File: src/rtl/clkdiv_burst.sv
// Burst clock divider: emits ncycles periods of a 2*H-cycle, 50% duty clock on
// request, with lead/trail edge strobes and a done pulse after a full-H cooldown.
//
//   state       | meaning
//   ST_IDLE     | clk_o at idle level, waiting for start_i
//   ST_ACTIVE   | clk_o at active level for H cycles (lead cycle included)
//   ST_INACTIVE | clk_o at idle level for H cycles (trail cycle included)
module clkdiv_burst #(
  parameter int HALF_WIDTH  = 8,
  parameter int COUNT_WIDTH = 8,
  parameter bit IDLE_HIGH   = 1'b1
) (
  input  logic                   clk_i,
  input  logic                   rst_ni,
  input  logic                   start_i,
  input  logic [HALF_WIDTH-1:0]  half_i,
  input  logic [COUNT_WIDTH-1:0] ncycles_i,
  input  logic                   abort_i,
  output logic                   clk_o,
  output logic                   busy_o,
  output logic                   lead_o,
  output logic                   trail_o,
  output logic                   done_o
);

  typedef enum logic [1:0] {ST_IDLE, ST_ACTIVE, ST_INACTIVE} state_t;

  localparam logic                   CLK_IDLE   = IDLE_HIGH;
  localparam logic                   CLK_ACTIVE = !IDLE_HIGH;
  localparam logic [HALF_WIDTH-1:0]  HALF_ONE   = 1;
  localparam logic [COUNT_WIDTH-1:0] COUNT_ONE  = 1;

  state_t                 state_q;
  logic [HALF_WIDTH-1:0]  half_q;
  logic [HALF_WIDTH-1:0]  half_cnt_q;
  logic [COUNT_WIDTH-1:0] ncycles_q;
  logic [COUNT_WIDTH-1:0] period_cnt_q;
  logic                   abort_pending_q;
  logic                   phase_end;
  logic                   stop_burst;

  // half_q is never 0 (0 is latched as 1), so half_q-1 cannot wrap
  assign phase_end  = (half_cnt_q == (half_q - HALF_ONE));
  // an abort seen in the very last cooldown cycle still ends this burst
  assign stop_burst = !(period_cnt_q < ncycles_q) || abort_pending_q || abort_i;

  always_ff @(posedge clk_i or negedge rst_ni) begin
    if (!rst_ni) begin
      state_q         <= ST_IDLE;
      half_q          <= '0;
      half_cnt_q      <= '0;
      ncycles_q       <= '0;
      period_cnt_q    <= '0;
      abort_pending_q <= 1'b0;
      clk_o           <= CLK_IDLE;
      busy_o          <= 1'b0;
      lead_o          <= 1'b0;
      trail_o         <= 1'b0;
      done_o          <= 1'b0;
    end else begin
      lead_o  <= 1'b0;
      trail_o <= 1'b0;
      done_o  <= 1'b0;
      if (busy_o && abort_i) abort_pending_q <= 1'b1;

      case (state_q)
        ST_IDLE: begin
          if (start_i) begin
            half_q          <= (half_i == '0) ? HALF_ONE : half_i;
            ncycles_q       <= ncycles_i;
            half_cnt_q      <= '0;
            period_cnt_q    <= '0;
            abort_pending_q <= 1'b0;
            if (ncycles_i != '0) begin
              state_q <= ST_ACTIVE;
              clk_o   <= CLK_ACTIVE;
              busy_o  <= 1'b1;
              lead_o  <= 1'b1;
            end else begin
              done_o <= 1'b1;
            end
          end
        end

        ST_ACTIVE: begin
          if (phase_end) begin
            half_cnt_q   <= '0;
            clk_o        <= CLK_IDLE;
            trail_o      <= 1'b1;
            period_cnt_q <= period_cnt_q + COUNT_ONE;
            state_q      <= ST_INACTIVE;
          end else begin
            half_cnt_q <= half_cnt_q + HALF_ONE;
          end
        end

        ST_INACTIVE: begin
          if (phase_end) begin
            half_cnt_q <= '0;
            if (stop_burst) begin
              state_q         <= ST_IDLE;
              busy_o          <= 1'b0;
              done_o          <= 1'b1;
              abort_pending_q <= 1'b0;
            end else begin
              clk_o   <= CLK_ACTIVE;
              lead_o  <= 1'b1;
              state_q <= ST_ACTIVE;
            end
          end else begin
            half_cnt_q <= half_cnt_q + HALF_ONE;
          end
        end

        default: begin
          state_q <= ST_IDLE;
          clk_o   <= CLK_IDLE;
          busy_o  <= 1'b0;
        end
      endcase
    end
  end

endmodule

File: config.mk
export PLATFORM = sky130hd
export DESIGN_NAME = clkdiv_burst
export DESIGN_NICKNAME = d
export VERILOG_FILES = /design/src/rtl/clkdiv_burst.sv
export SDC_FILE = /design/constraint.sdc
export NUM_CORES = 1
export LEC_CHECK = 0
export ABC_CLOCK_PERIOD_IN_PS = 6400
export CORE_MARGIN = 2
export CORE_UTILIZATION = 50
export CTS_CLUSTER_DIAMETER = 100
export DETAILED_ROUTE_END_ITERATION = 10
export PLACE_DENSITY_LB_ADDON = 0.3
export REMOVE_ABC_BUFFERS = 1
export SYNTH_ARGS = -nofsm -noshare
export SYNTH_HDL_FRONTEND = slang
export SYNTH_SLANG_ARGS = --single-unit
File: constraint.sdc
create_clock -name clk_i -period 6.4 [get_ports clk_i]
set_input_delay 0.96 -clock clk_i [delete_from_list [all_inputs] [get_ports clk_i]]
set_output_delay 0.96 -clock clk_i [all_outputs]
set_load 0.005 [all_outputs]
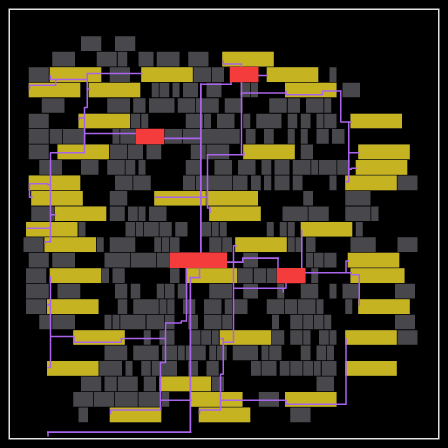
Figure 1: clock distribution.
[clock-net drivers] red | count: 5
[flip-flops] yellow | count: 40
[clock wires] purple | length: 505 um
flops lie: all over the die
routed clock nets: 6

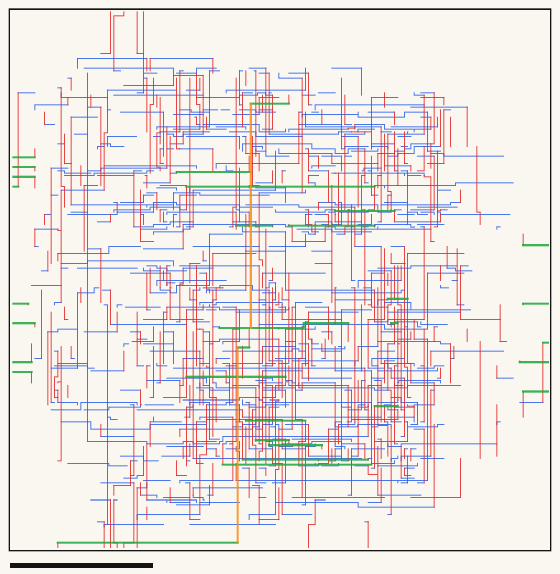
Figure 2: routed metal, one colour a layer.
The bar under the picture is 20 um long.
| layer | colour | wire length |
|---|---|---|
| M3 | green | 226 um |
| M4 | orange | 58.5 um |
| M1 | blue | 2470 um |
| M2 | red | 2380 um |

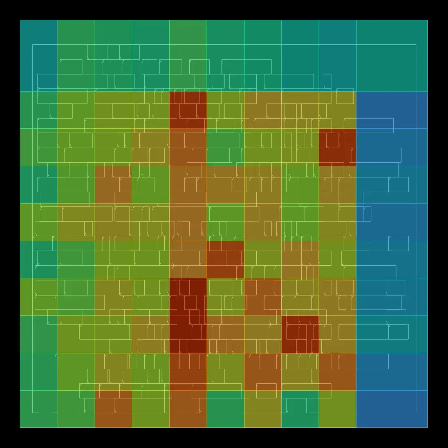
Figure 3: routing congestion.
met1 Usage GRT: 31.1%
Top Usage Layer GRT: met2
GRT Util Overall: 21.4%
post-layout util: 59.3%
met3 GRT Util: 3.21%

==> results.json <==
{
  "die-height_um": 75.3,
  "root_buffer": "clkbuf_8",
  "die-area_um2": 5670,
  "firstDrtPassIters": 4,
  "cts_buffers": 5,
  "wl_per_cell_um": 14.6,
  "power_density_nw_per_um2": 351,
  "cts_setup_buffers": 0,
  "async_flop_share_pct": 100,
  "layout.nonclk_buf_share_pct": 8.23,
  "hold_viol": 0,
  "syn_inst": 260,
  "clkbuf_count": 6,
  "period_needed_ns": 3.03,
  "xor_share_pct": 2.41,
  "fin_hold_ws_ns": 0.509,
  "rrSetupSlack_ns": 3.37,
  "switching_power_mw": 0.394,
  "r2r_cells": 8,
  "cp_top_family": "simple AND/OR/NAND/NOR gates",
  "wl_met1_um": 2470,
  "synthTopCellsByCount": "dfrtp_1, nand2_1, inv_1, o21ai_0, mux2_2",
  "top_cell": "dfrtp_1",
  "swShare_pct": 39.3,
  "io_pins": 25,
  "combGateArea_um2": 1380,
  "numSequentialCells": 40,
  "crit_fanout": 14,
  "final_nets": 318,
  "routed_via_density": 5.84,
  "fin_area_um2": 2860,
  "ant_nets": 0,
  "fmax_mhz": 330,
  "clock_tree.buffer_depth": 2,
  "ys_top_logic_family": "simple AND/OR/NAND/NOR gates",
  "ctsHoldBuffers": 0,
  "powerComb_mw": 0.434,
  "placed_area_um2": 2780,
  "hold_depth": 1,
  "final_cells": 351,
  "rsz0062_at_grt": "no",
  "core_area_um2": 4820,
  "drt_first_iter_violations": 149,
  "comb_share_pct": 48.4,
  "hold_end": "ncycles_q[6]",
  "startpoint": "half_q[0]",
  "dp_hpwl_um": 3740,
  "grt_pass1_vias": 1945,
  "tap_cells": 67,
  "arrival_ns": 3.20,
  "seq-cell-share_pct": 35.1,
  "p_int_mw": 0.610,
  "postSynthAreaPerCell_um2": 9.77,
  "clockNetworkAreaShare_pct": 2.71,
  "tightestPinTransition_ns": 0.870,
  "path_clk_slew_ns": 0.08,
  "grt_antenna_before_repair": 0,
  "signal_buffers": 24,
  "setup_viol": 0,
  "reg2reg_from": "half_q[0]",
  "ys.flop_type": "dfrtp_1",
  "cts_tree": "yes",
  "grt_pass1_wl_um": 9250,
  "maxSlewHeadroom_pct": 42.0,
  "routed.top_layer": "met4",
  "comb_power_share_pct": 43.3,
  "top_cell_area_share_pct": 38.4,
  "cts_resized": 0,
  "clock-sinks": 40,
  "worstHoldPathType": "register to register",
  "rows": 25,
  "muxShareOfSynthArea_pct": 7.04,
  "finalClockPeriodUsage_pct": 47.3,
  "area_delta_synth_final_pct": 12.5,
  "largest_class": "logic gates",
  "yosys_warnings": 0,
  "startpoint_type": "register",
  "power_mw": 1.00,
  "r2r-end": "period_cnt_q[2]",
  "dp_cells": 344,
  "fin_skew_ns": 0.00821,
  "crit_type": "register to register",
  "fillers": 454,
  "most-common-layout-cells": "dfrtp_1, clkdlybuf4s50_1, nand2_1, inv_1, o21ai_0",
  "port_buffers": 24,
  "drive_gt1_share_pct": 12.7,
  "synthSimpleGateAreaFrac_pct": 21.8,
  "wl_met3_um": 226,
  "power_leader": "combinational logic",
  "pg_seq_mw": 0.411,
  "path_buffers": 1,
  "grt_max_degree": 41,
  "crit_path_max_incr_delay_ns": 0.46,
  "leakage_nw": 1.18,
  "mostFrequentLayoutCell": "dfrtp_1",
  "run_status": "complete, no violations",
  "die_w_um": 75.3,
  "routed-via-count": 2051,
  "crit_slowest_cell": "a2111oi_4",
  "met2_length_um": 2380,
  "logic_gate_count": 193
}
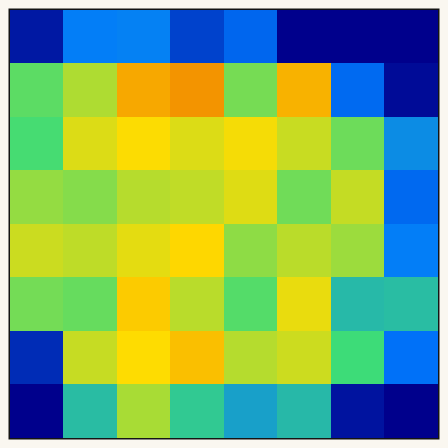
Figure 4: cell area per tile.
8 x 8 tiles, from dark blue (low) to red (high), 0 to 100% covered.
fullest tile: 83%
nearly empty tiles: 7.8%
emptiest ninth of the die: upper right
tiles over 75% full: 9.4%

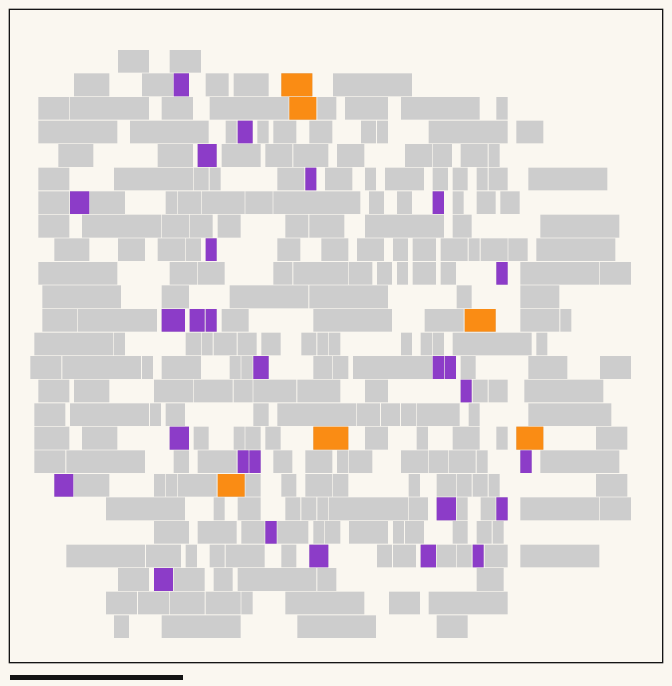
Figure 5: gate families picked out.
The bar under the picture is 20 um long.
| family | colour | cells |
|---|---|---|
| non-inverting ao/oa cells | orange | 6 |
| nor cells | purple | 27 |

